<file path="config.mk">
export PLATFORM = sky130hd
export DESIGN_NAME = com_loader
export DESIGN_NICKNAME = d
export VERILOG_FILES = /design/src/rtl/com_loader.sv
export SDC_FILE = /design/constraint.sdc
export NUM_CORES = 1
export LEC_CHECK = 0
export CORE_ASPECT_RATIO = 1.25
export CORE_MARGIN = 1
export CORE_UTILIZATION = 55
export CTS_CLUSTER_DIAMETER = 60
export DETAILED_ROUTE_END_ITERATION = 7
export PLACE_DENSITY = 0.81
export SLEW_MARGIN = 20
export SYNTH_ARGS = -nofsm -noshare
export SYNTH_HDL_FRONTEND = slang
export SYNTH_SLANG_ARGS = --single-unit
</file>
<file path="constraint.sdc">
create_clock -name clk -period 3.3 [get_ports clk]
set_input_delay 0.33 -clock clk [delete_from_list [all_inputs] [get_ports clk]]
set_output_delay 0.33 -clock clk [all_outputs]
set_load 0.01 [all_outputs]
</file>
<file path="src/rtl/com_loader.sv">
// Loads a length-prefixed little-endian byte stream into data memory, then hands memory to the processor.
// Optional trailing XOR checksum byte is enabled by defining CHECKSUM_EN.
module com_loader #(
  parameter logic [15:0] BASE_ADDR = 16'h0000,
  parameter logic [15:0] MAX_WORDS = 16'd1024
) (
  input  logic        clk,
  input  logic        rst_n,
  input  logic        start,
  input  logic        rx_valid,
  input  logic [7:0]  rx_data,
  input  logic        proc_done,
  output logic [1:0]  status,
  output logic [15:0] com_data_in,
  output logic [15:0] com_addr,
  output logic        com_wr_en,
  output logic        busy,
  output logic        load_err
);

  typedef enum logic [2:0] {
    IDLE, HDR_LO, HDR_HI, DAT_LO, DAT_HI, LAST_WR, RUN, CHK
  } state_t;

  localparam logic [1:0] MODE_COM  = 2'b00;
  localparam logic [1:0] MODE_PROC = 2'b01;

  state_t      state;
  logic [15:0] count;
  logic [15:0] index;
  logic [7:0]  lo_byte;
  logic [15:0] hdr_count;
  logic [15:0] next_index;

  assign hdr_count  = {rx_data, count[7:0]};
  assign next_index = index + 16'd1;

`ifdef CHECKSUM_EN
  logic [7:0] csum;
`endif

  always_ff @(posedge clk or negedge rst_n) begin
    if (!rst_n) begin
      state       <= IDLE;
      count       <= 16'd0;
      index       <= 16'd0;
      lo_byte     <= 8'd0;
      status      <= MODE_COM;
      com_data_in <= 16'd0;
      com_addr    <= 16'd0;
      com_wr_en   <= 1'b0;
      busy        <= 1'b0;
      load_err    <= 1'b0;
`ifdef CHECKSUM_EN
      csum        <= 8'd0;
`endif
    end else begin
      com_wr_en <= 1'b0;
      case (state)
        IDLE: begin
          if (start) begin
            state    <= HDR_LO;
            busy     <= 1'b1;
            load_err <= 1'b0;
`ifdef CHECKSUM_EN
            csum     <= 8'd0;
`endif
          end
        end

        HDR_LO: begin
          if (rx_valid) begin
            count[7:0] <= rx_data;
            state      <= HDR_HI;
`ifdef CHECKSUM_EN
            csum       <= csum ^ rx_data;
`endif
          end
        end

        HDR_HI: begin
          if (rx_valid) begin
            if (hdr_count == 16'd0 || hdr_count > MAX_WORDS) begin
              load_err <= 1'b1;
              busy     <= 1'b0;
              state    <= IDLE;
            end else begin
              count[15:8] <= rx_data;
              index       <= 16'd0;
              state       <= DAT_LO;
            end
`ifdef CHECKSUM_EN
            csum <= csum ^ rx_data;
`endif
          end
        end

        DAT_LO: begin
          if (rx_valid) begin
            lo_byte <= rx_data;
            state   <= DAT_HI;
`ifdef CHECKSUM_EN
            csum    <= csum ^ rx_data;
`endif
          end
        end

        // The write is registered here, so DAT_LO is already re-armed during the write cycle.
        DAT_HI: begin
          if (rx_valid) begin
            com_wr_en   <= 1'b1;
            com_data_in <= {rx_data, lo_byte};
            com_addr    <= BASE_ADDR + index;
            index       <= next_index;
            state       <= (next_index == count) ? LAST_WR : DAT_LO;
`ifdef CHECKSUM_EN
            csum        <= csum ^ rx_data;
`endif
          end
        end

        LAST_WR: begin
`ifdef CHECKSUM_EN
          // A back-to-back check byte lands in the final write cycle; evaluate it immediately.
          if (rx_valid) begin
            if (rx_data == csum) begin
              status <= MODE_PROC;
              state  <= RUN;
            end else begin
              load_err <= 1'b1;
              busy     <= 1'b0;
              state    <= IDLE;
            end
          end else begin
            state <= CHK;
          end
`else
          status <= MODE_PROC;
          state  <= RUN;
`endif
        end

`ifdef CHECKSUM_EN
        CHK: begin
          if (rx_valid) begin
            if (rx_data == csum) begin
              status <= MODE_PROC;
              state  <= RUN;
            end else begin
              load_err <= 1'b1;
              busy     <= 1'b0;
              state    <= IDLE;
            end
          end
        end
`endif

        RUN: begin
          if (proc_done) begin
            status <= MODE_COM;
            busy   <= 1'b0;
            state  <= IDLE;
          end
        end

        default: begin
          status <= MODE_COM;
          busy   <= 1'b0;
          state  <= IDLE;
        end
      endcase
    end
  end

endmodule
</file>
**Wire density map**

(4 px per µm) 15 x 19 tiles, from dark purple (low) to yellow (high), scaled to the fullest tile. Values are wire area over tile area, all layers added.
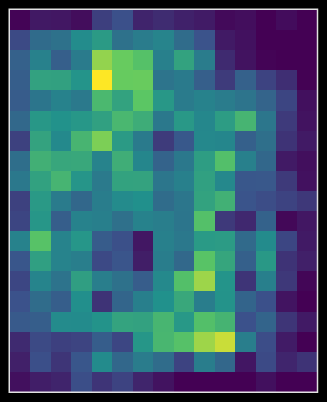
tiles over half the peak: 25%
emptiest ninth of the die: top right
nearly empty tiles: 6.7%

**Power grid**

(4 px per µm) Pins as bars on the die edge.
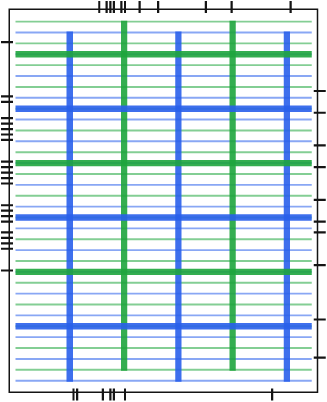
legend:
  green:
    net: VDD
  blue:
    net: VSS
met1 rails: 34
rows: 33
signal pins: 50
met4 straps: 5
met5 straps: 6

**Cell sizes after repair**

(3 px per µm)
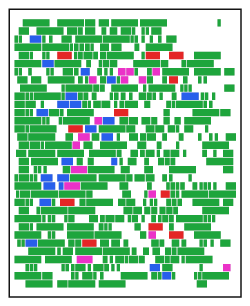
legend:
  blue:
    size: drive 2
    cells: 22
    most_used: mux2_2
  green:
    size: drive 1 or less
    cells: 408
    most_used: nand2_1
  red:
    size: drive 6 and up
    cells: 11
    most_used: clkbuf_8
  magenta:
    size: drive 3 to 4
    cells: 15
    most_used: buf_4

**A small window of the routed layout**

Window x 13 to 63, y 42 to 92 µm. Cells in grey, sequential cells in the stronger grey; small squares are vias.
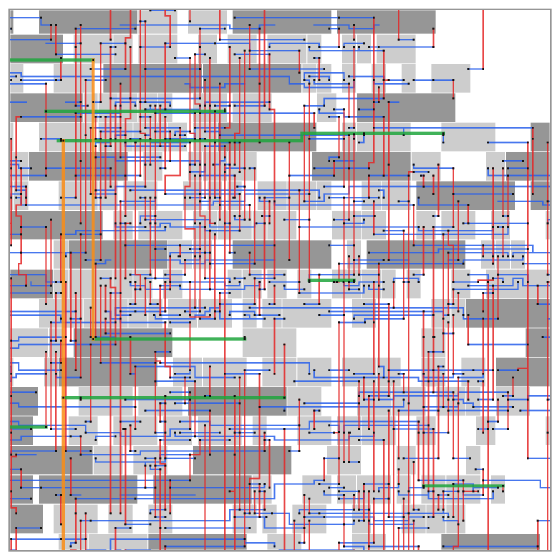
legend:
  green:
    layer: met3
  blue:
    layer: met1
  orange:
    layer: met4
  red:
    layer: met2
netlist names of flops here include: `count` (7), `index` (7), `com_data_in` (3)
cells with their middle in the window: 186
most frequent: dfrtp_1 (27), nand2_1 (26), o21ai_0 (16)
sequential cells in the window: 27

**Placement view**

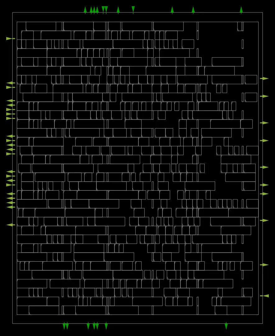
tapcells inserted: 87
site row count: 33

==> results.txt <==
From the run reports.

- The top cell types in the final layout, fill and taps aside, are nand2_1 (111), dfrtp_1 (79), clkdlybuf4s50_1 (47), o21ai_0 (32), nor2_1 (18).
- The script extracted a total leakage power of 2.033 nW.
- Dividing the detail-routed wire length by the instance count gives 15.44 µm.
- Hold-check failures listed in the final report amount to 0.
- The utilization of the core after routing is 68.12%.
- The number of DRC markers after the initial detailed-route iteration reads 242.
- In the final run the clock tree shows a worst skew of 10.45 ps.
- The flow ran to the end, and the final reports show no timing, DRC or antenna violations.
- The clock latency reported for the late side of the worst-skew pair reads 360 ps.
- The number of ports placed on the die boundary reads 50.
- The sequential element share of the synthesized area reads 51.52%.
- The total placed instance area is 0.004355 mm².
- The first global-routing pass estimated 14220 µm of wire.
- The DRC violation total left in the routed layout is recorded as 0.
- The area of the synthesized netlist per yosys stat reads 0.003837 mm².
- The met3 capacity usage during global routing reads 5.550%.
- The number of vias after detailed routing is 3038.
- The busiest layer in global routing is met2.
- Recorded from the global router log, the overflow total was 0.
- The sink count of the clock tree is 79.
- The final clock period utilization by the worst path reads 81.13%.
- The half-perimeter wire length after detailed placement is 5814 µm.
- The main combinational cell family by area after synthesis is simple AND/OR/NAND/NOR gates.
[stage by stage]
step | instances | total power, mW | setup WS [ps] | hold WS, ps
after floorplan | 412 | 1.849 | 837.4 | 34.41
after global placement | 527 | 2.180 | 298.6 | 443.8
after detailed placement | 527 | 2.214 | 245.8 | 452.1
after CTS | 543 | 2.865 | 635.4 | 153.5
after global routing | 543 | 2.999 | 467.0 | 203.6
final | 543 | 2.846 | 622.8 | 86.18
[flip-flops by register name, summed over array words and instances (netlist names)]
name         flops
com_addr        16
com_data_in     16
count           16
index           16
lo_byte          8
state            3
busy             1
com_wr_en        1
load_err         1
status           1
[synthesized netlist by cell type (5+ instances only)]
cell type	instances	area, µm²
and2_1	6	37.54
mux2_2	15	168.9
nand4_1	7	43.79
inv_1	8	30.03
o21ai_0	32	160.2
nor2_1	18	67.56
nand3_1	11	55.05
nor4_1	5	31.28
clkbuf_1	21	78.83
a31oi_1	6	37.54
xnor2_1	15	131.4
nor3_1	8	40.04
nand2_1	111	416.7
a21oi_1	7	35.03
dfrtp_1	79	1977
[final cells by class]
cell class | instances | area [µm²] | area share (%)
sequential | 79 | 1977 | 43.66
multi-input combinational | 298 | 1709 | 37.75
clock buffer | 10 | 127.6 | 2.818
timing repair buffer | 55 | 530.5 | 11.72
inverter | 8 | 30.03 | 0.6632
tap | 87 | 108.9 | 2.404
clock inverter | 6 | 45.04 | 0.9948
[worst max-delay path, stage by stage]
cell	delay, ps
clkdlybuf4s50_1	470
or4_1	580
o31a_1	290
or4_4	550
or2_1	360
mux2_4	330
[where the power goes]
group	leakage, nW	internal, mW	switching, mW
clock	0.0793	0.277	0.370
combinational	0.914	0.436	0.381
sequential	1.04	1.19	0.196
total	2.03	1.90	0.948
Power is estimated from default activity; no workload was simulated.
